<file path="config.mk">
export PLATFORM = sky130hd
export DESIGN_NAME = pwm_multich_generator
export DESIGN_NICKNAME = d
export VERILOG_FILES = /design/src/rtl/pwm_multich_generator_pkg.sv /design/src/rtl/pwm_multich_generator_channel.sv /design/src/rtl/pwm_multich_generator.sv
export SDC_FILE = /design/constraint.sdc
export NUM_CORES = 1
export LEC_CHECK = 0
export CORE_MARGIN = 2
export CORE_UTILIZATION = 42
export CTS_BUF_LIST = sky130_fd_sc_hd__clkbuf_8 sky130_fd_sc_hd__clkbuf_16
export DETAILED_ROUTE_END_ITERATION = 7
export GPL_TIMING_DRIVEN = 0
export MAX_ROUTING_LAYER = met4
export PLACE_DENSITY = 0.67
export SYNTH_ARGS = -nofsm -noshare
export SYNTH_HDL_FRONTEND = slang
export SYNTH_SLANG_ARGS = --single-unit
</file>
<file path="constraint.sdc">
create_clock -name clk -period 7.2 [get_ports clk]
set_input_delay 0.72 -clock clk [delete_from_list [all_inputs] [get_ports clk]]
set_output_delay 0.72 -clock clk [all_outputs]
set_load 0.02 [all_outputs]
</file>
<file path="src/rtl/pwm_multich_generator_pkg.sv">
// Shared types, board mode table and saturating duty arithmetic for the
// multi-channel PWM generator.
package pwm_multich_generator_pkg;

  // Width used internally by sat_add; callers zero-extend into it.
  localparam int SAT_W = 16;

  typedef enum logic [1:0] {
    MODE_10M = 2'd0,
    MODE_5M  = 2'd1,
    MODE_1M  = 2'd2
  } mode_e;

  // Divider and adjust steps per output rate, from a 100 MHz clk.
  localparam logic [7:0] DIV_10M         = 8'd10;
  localparam logic [7:0] STEP_COARSE_10M = 8'd2;
  localparam logic [7:0] STEP_FINE_10M   = 8'd1;
  localparam logic [7:0] DIV_5M          = 8'd20;
  localparam logic [7:0] STEP_COARSE_5M  = 8'd4;
  localparam logic [7:0] STEP_FINE_5M    = 8'd1;
  localparam logic [7:0] DIV_1M          = 8'd100;
  localparam logic [7:0] STEP_COARSE_1M  = 8'd10;
  localparam logic [7:0] STEP_FINE_1M    = 8'd1;

  function automatic logic [7:0] mode_div(input mode_e mode);
    case (mode)
      MODE_5M: return DIV_5M;
      MODE_1M: return DIV_1M;
      default: return DIV_10M;
    endcase
  endfunction

  function automatic logic [7:0] mode_step_coarse(input mode_e mode);
    case (mode)
      MODE_5M: return STEP_COARSE_5M;
      MODE_1M: return STEP_COARSE_1M;
      default: return STEP_COARSE_10M;
    endcase
  endfunction

  function automatic logic [7:0] mode_step_fine(input mode_e mode);
    case (mode)
      MODE_5M: return STEP_FINE_5M;
      MODE_1M: return STEP_FINE_1M;
      default: return STEP_FINE_10M;
    endcase
  endfunction

  // a +/- step with one extra bit of headroom, clamped to [0, max].
  function automatic logic [SAT_W-1:0] sat_add(input logic [SAT_W-1:0] a,
                                                input logic [SAT_W-1:0] step,
                                                input logic             inc,
                                                input logic [SAT_W-1:0] max);
    logic [SAT_W:0] res;
    if (inc)
      res = {1'b0, a} + {1'b0, step};
    else if (a < step)
      res = '0;
    else
      res = {1'b0, a} - {1'b0, step};
    if (res > {1'b0, max})
      res = {1'b0, max};
    return res[SAT_W-1:0];
  endfunction

endpackage

</file>
<file path="src/rtl/pwm_multich_generator_channel.sv">
// One PWM channel: working duty adjusted at runtime, shadow duty reloaded
// only at the period wrap so the output never produces runt pulses.
module pwm_multich_generator_channel
  import pwm_multich_generator_pkg::*;
#(
  parameter int W = 8
) (
  input  logic         clk,
  input  logic         srst,
  input  logic [W-1:0] cnt,
  input  logic [W-1:0] off,
  input  logic [W-1:0] per_sh,
  input  logic [W-1:0] per_next,
  input  logic         wrap,
  input  logic         sel,
  input  logic         inc_coarse,
  input  logic         dec_coarse,
  input  logic         inc_fine,
  input  logic         dec_fine,
  input  logic [W-1:0] step_coarse,
  input  logic [W-1:0] step_fine,
  input  logic [W-1:0] duty_nominal,
  output logic         pwm,
  output logic [W-1:0] duty_wk
);

  logic [W-1:0] duty_sh;
  logic [W-1:0] duty_next;
  logic [W-1:0] duty_init;
  logic [W-1:0] duty_load;
  logic [W-1:0] cnt_i;
  logic [W:0]   cnt_sum;

  // Reset/reload values are bounded by the period that is about to start.
  assign duty_init = (duty_nominal > per_next) ? per_next : duty_nominal;
  assign duty_load = (duty_wk > per_next) ? per_next : duty_wk;

  // Phase-shifted count; off < per_sh so one subtract suffices.
  assign cnt_sum = {1'b0, cnt} + {1'b0, off};
  assign cnt_i   = (cnt_sum >= {1'b0, per_sh}) ? W'(cnt_sum - {1'b0, per_sh})
                                               : cnt_sum[W-1:0];

  // Adjust: coarse pair wins; a cancelling pair falls through to the fine pair.
  always_comb begin
    duty_next = duty_wk;
    if (sel) begin
      if (inc_coarse ^ dec_coarse)
        duty_next = W'(sat_add(SAT_W'(duty_wk), SAT_W'(step_coarse),
                               inc_coarse, SAT_W'(per_sh)));
      else if (inc_fine ^ dec_fine)
        duty_next = W'(sat_add(SAT_W'(duty_wk), SAT_W'(step_fine),
                               inc_fine, SAT_W'(per_sh)));
    end
  end

  // Duty registers and registered PWM compare.
  always_ff @(posedge clk) begin
    if (srst) begin
      duty_wk <= duty_init;
      duty_sh <= duty_init;
      pwm     <= 1'b0;
    end else begin
      duty_wk <= duty_next;
      if (wrap)
        duty_sh <= duty_load;
      pwm <= (cnt_i < duty_sh);
    end
  end

endmodule

</file>
<file path="src/rtl/pwm_multich_generator.sv">
// N-channel PWM generator sharing one period counter, with optional
// per-channel phase stagger and period-boundary duty/period updates.
module pwm_multich_generator
  import pwm_multich_generator_pkg::*;
#(
  parameter int W    = 8,
  parameter int N_CH = 4
) (
  input  logic                    clk,
  input  logic                    srst,
  input  logic [W-1:0]            div_value,
  input  logic [W-1:0]            duty_nominal,
  input  logic [W-1:0]            step_coarse,
  input  logic [W-1:0]            step_fine,
  input  logic [$clog2(N_CH)-1:0] ch_sel,
  input  logic                    inc_coarse,
  input  logic                    dec_coarse,
  input  logic                    inc_fine,
  input  logic                    dec_fine,
  input  logic                    phase_en,
  output logic [N_CH-1:0]         pwm,
  output logic                    period_start,
  output logic [W-1:0]            duty_rd
);

  localparam int SEL_W = $clog2(N_CH);

  logic [W-1:0] cnt;
  logic [W-1:0] per_sh;
  logic [W-1:0] per_next;
  logic [W-1:0] seg;
  logic         ph_sh;
  logic         wrap;
  logic [W-1:0] duty_wk [N_CH];

  assign per_next = (div_value < W'(2)) ? W'(2) : div_value;
  assign wrap     = (cnt == per_sh - W'(1));
  assign seg      = per_sh >> SEL_W;

  // Period counter; period and phase mode are only taken at the wrap.
  always_ff @(posedge clk) begin
    if (srst) begin
      cnt    <= '0;
      per_sh <= per_next;
      ph_sh  <= phase_en;
    end else if (wrap) begin
      cnt    <= '0;
      per_sh <= per_next;
      ph_sh  <= phase_en;
    end else begin
      cnt <= cnt + W'(1);
    end
  end

  for (genvar i = 0; i < N_CH; i++) begin : g_ch
    logic [W-1:0] off;
    assign off = ph_sh ? W'(W'(i) * seg) : '0;

    pwm_multich_generator_channel #(.W(W)) u_ch (
      .clk          (clk),
      .srst         (srst),
      .cnt          (cnt),
      .off          (off),
      .per_sh       (per_sh),
      .per_next     (per_next),
      .wrap         (wrap),
      .sel          (ch_sel == SEL_W'(i)),
      .inc_coarse   (inc_coarse),
      .dec_coarse   (dec_coarse),
      .inc_fine     (inc_fine),
      .dec_fine     (dec_fine),
      .step_coarse  (step_coarse),
      .step_fine    (step_fine),
      .duty_nominal (duty_nominal),
      .pwm          (pwm[i]),
      .duty_wk      (duty_wk[i])
    );
  end

  // Period marker aligned with channel 0's edge, and duty readback.
  always_ff @(posedge clk) begin
    if (srst) begin
      period_start <= 1'b0;
      duty_rd      <= '0;
    end else begin
      period_start <= (cnt == '0);
      duty_rd      <= duty_wk[ch_sel];
    end
  end

endmodule

</file>
Figure 1. Register map, names as in the netlist (run 1).
The bar under the picture is 50 microns long. Other sequential cells in the stronger gray, the rest of the logic in the fainter gray.
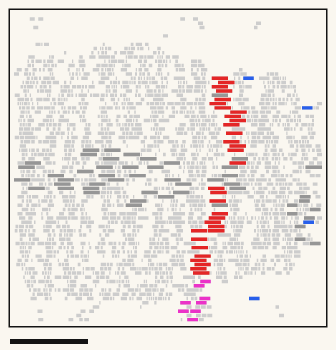
- `g_ch.u_ch.duty_sh`: red (flops 32)
- `g_ch.u_ch.pwm`: blue (flops 4)
- `duty_rd`: magenta (flops 8; where south)

Figure 2. Placement view (run 1).
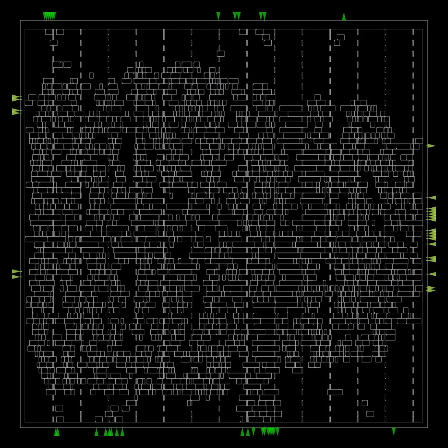
# fillers: 3734
fin util: 46.7%
standard-cell rows: 72

Figure 3. The metal 3 layer (run 1).
The bar under the picture is 50 microns long.
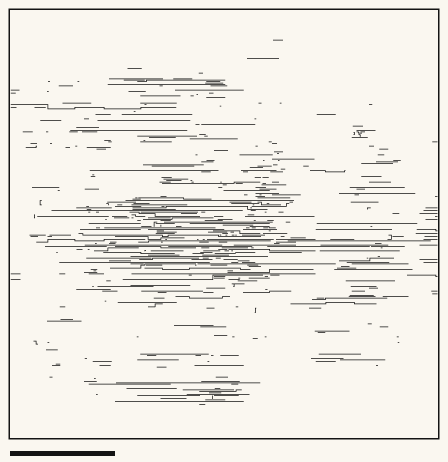
- nets with wire on the layer: 253
- share of all routed wire: 9.1%
- main direction: horizontal
- wire length on this layer: 5460 microns
- longest straight run: 90.4 microns
GRT met3 Usage: 5.54%
routed vias: 15900
Total Wirelength: 60100 microns

Figure 4. Cell area per tile (run 1).
20 x 20 tiles, from white (low) to dark blue (high), 0 to 100% covered.
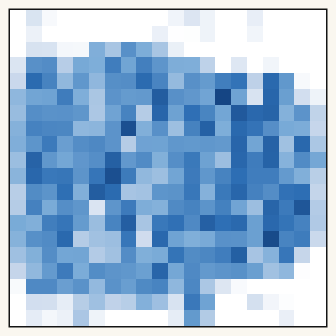
- mean over tiles: 42%
- nearly empty tiles: 18%
- emptiest ninth of the die: north-east
- fullest tile: 92%

-- run 1: cells in the mapped netlist (28+ instances only) --
cell | count | area share [%]
and2_1 | 29 | 1.1
nand2b_1 | 44 | 1.7
nor2b_1 | 51 | 1.9
xor2_1 | 45 | 2.4
nor3_1 | 48 | 1.4
o21a_1 | 39 | 1.8
inv_1 | 142 | 3.2
o21ai_0 | 129 | 3.9
xnor2_1 | 68 | 3.6
a21oi_1 | 127 | 3.8
clkbuf_1 | 50 | 1.1
nor2_1 | 135 | 3.0
mux2i_1 | 46 | 2.8
nand3_1 | 41 | 1.2
o31ai_1 | 34 | 1.5
nand4_1 | 28 | 1.1
nand2_1 | 119 | 2.7
a21o_1 | 42 | 1.9
edfxtp_1 | 73 | 13
ha_1 | 326 | 25
==> results.cfg, run 1 <==
; flow metrics
[final_timing]
fmax_mhz = 156
tightestPinTransition_ps = 1400
skew_ps = 15.0

[synthesis]
yosys_cells = 1992
synthAoiAreaFrac_pct = 24.3
synth.comb.largest_family = adder cells
xor_share_pct = 5.95
syn_area_sq_um = 16600

[pwr]
p_per_area_nw_per_um2 = 248
internal-power_mw = 2.22
seq-power_uw = 998
total_power_mw = 4.50

[clocking]
clk_pin_slew_ps = 80
cts_tree = built

[routing]
wl_met1_microns = 23700
remaining_drc_errors = 0

[die]
fp.dieW_microns = 203
die_y_microns = 203
coreArea_sq_um = 38800

[finish]
reg_top3 = g_ch.u_ch.duty_sh: 32 flops, g_ch.u_ch.duty_wk: 32 flops
areaGrowthSynthToFinish_pct = 9.03
clkCellAreaFrac_pct = 1.72
instances_no_fill = 2578

[worst_setup_path]
slowest_stage = clkdlybuf4s50_1
cpPeakStageDelay_ps = 1040
critPathLaunchType = input port
crit_chain = clkdlybuf4s50_1 -> inv_1 -> ha_1 -> nor2b_1 -> o31a_1 -> o31ai_1 -> a21o_1 -> a21oi_1 -> a32o_1 -> ha_1 -> o21ai_0 -> a21oi_1 -> o41ai_1 -> a21oi_1 -> a311oi_1 -> nand2_1 -> clkbuf_1 -> a31o_2 -> o21ai_1

[worst_hold_path]
hold_path_end = cnt[0]

[outcome]
status = finished clean
Figure 5. Cell classes on the final placement (run 1).
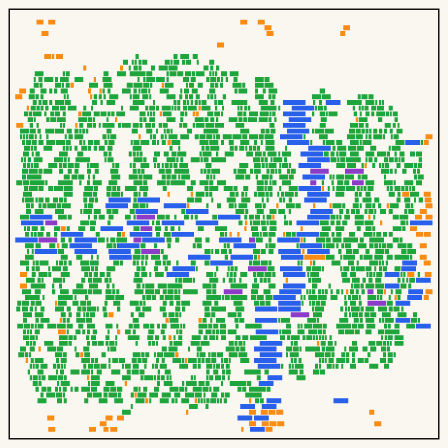

==> run 2: changes to the inputs <==
Settings changed: PLACE_DENSITY 0.67 to 0.61.
Figure 6. Cell classes on the final placement (run 2).
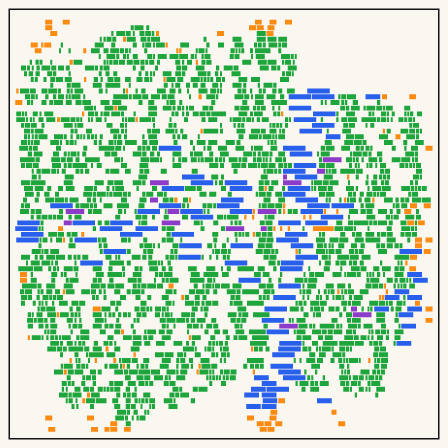
- all other logic: green (cells 1822)
- other buffers and delay cells: orange (cells 128)
- clock drivers and dummy loads: purple (cells 16)
- flip-flops: blue (cells 94)

Figure 7. Register map, names as in the netlist (run 2).
The bar under the picture is 50 microns long. Other sequential cells in the stronger gray, the rest of the logic in the fainter gray.
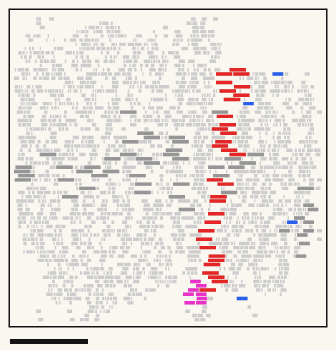
- `g_ch.u_ch.pwm`: blue (flops 4)
- `duty_rd`: magenta (flops 8; where south)
- `g_ch.u_ch.duty_sh`: red (flops 32)
- not colored: 50

==> results.cfg, run 2 <==
; flow metrics
[clocking]
cts_tree = built
root_buffer = clkbuf_16
clk_pin_slew_ps = 80

[finish]
areaGrowthSynthToFinish_pct = 9.00
n_fill_cell = 3776
utilization_pct = 46.7
clkCellAreaFrac_pct = 1.65
instances_no_fill = 2580
reg_top3 = g_ch.u_ch.duty_sh: 32 flops, g_ch.u_ch.duty_wk: 32 flops

[final_timing]
tightestPinTransition_ps = 1400
skew_ps = 14.5
fmax_mhz = 155

[worst_setup_path]
cpPeakStageDelay_ps = 1000
critPathLaunchType = register
crit_chain = inv_1 -> ha_1 -> a21o_1 -> a21oi_1 -> nor2b_1 -> nor2_1 -> nor2_1 -> or3_1 -> and3_1 -> ha_1 -> a21oi_1 -> o21ai_0 -> xor2_1 -> ha_1 -> nand4_1 -> nor2_1 -> nor3_1 -> nand3_1 -> clkbuf_1 -> mux2_2 -> ha_1 -> a21o_1 -> a211o_1 -> nor3_1
slowest_stage = inv_1

[synthesis]
most_common_cell = ha_1
syn_area_sq_um = 16600
yosys_cells = 1992
synth_top_area_share_pct = 24.5
topCellsByArea = ha_1, edfxtp_1, o21ai_0
common_cells = ha_1, inv_1, nor2_1

[die]
fp.dieW_microns = 203
coreArea_sq_um = 38800
rows = 72
die_y_microns = 203

[outcome]
status = finished clean

[grt]
top_usage_layer = met2
grt_use_total_pct = 30.7

[pwr]
total_power_mw = 4.52
seq-power_mw = 1.01
internal-power_mw = 2.21
p_per_area_nw_per_um2 = 250

[routing]
wl_met1_microns = 25200
Figure 8. The metal 3 layer (run 2).
The bar under the picture is 50 microns long.
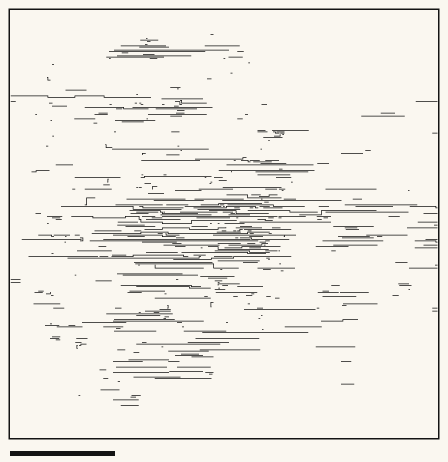
- nets with wire on the layer: 229
- main direction: horizontal
- wire length on this layer: 4880 microns
- longest straight run: 79.6 microns
routed vias: 15900
Total Wirelength: 62600 microns
GRT met3 Usage: 4.91%

## run 2: cell counts after synthesis
Identical to the previous run, type by type.
## run 2: final timing paths
| path | startpoint | endpoint | slack, ps |
|---|---|---|---|
| setup / recovery | per_sh[4] | g_ch[3].u_ch.pwm | 760 |
| hold / removal | cnt[0] | cnt[0] | 570 |
| setup reg to reg | per_sh[4] | g_ch[3].u_ch.pwm | 760 |
| hold reg to reg | cnt[0] | cnt[0] | 570 |
## run 2: kinds of logic (layout without fill, tap and decap cells)
logic type               Yosys count  count (layout)  synth area share, %
XOR/XNOR                         113             113                 5.95
flip-flops                        94              94                 15.7
adder cells (fa/ha/maj)          350             350                 27.4
other                              0               2                    0
AND/OR/NAND/NOR                  561             561                 17.0
AND-OR/OR-AND                    593             593                 24.3
multiplexers                      62              62                 4.40
buffers and inverters            219             287                 5.26
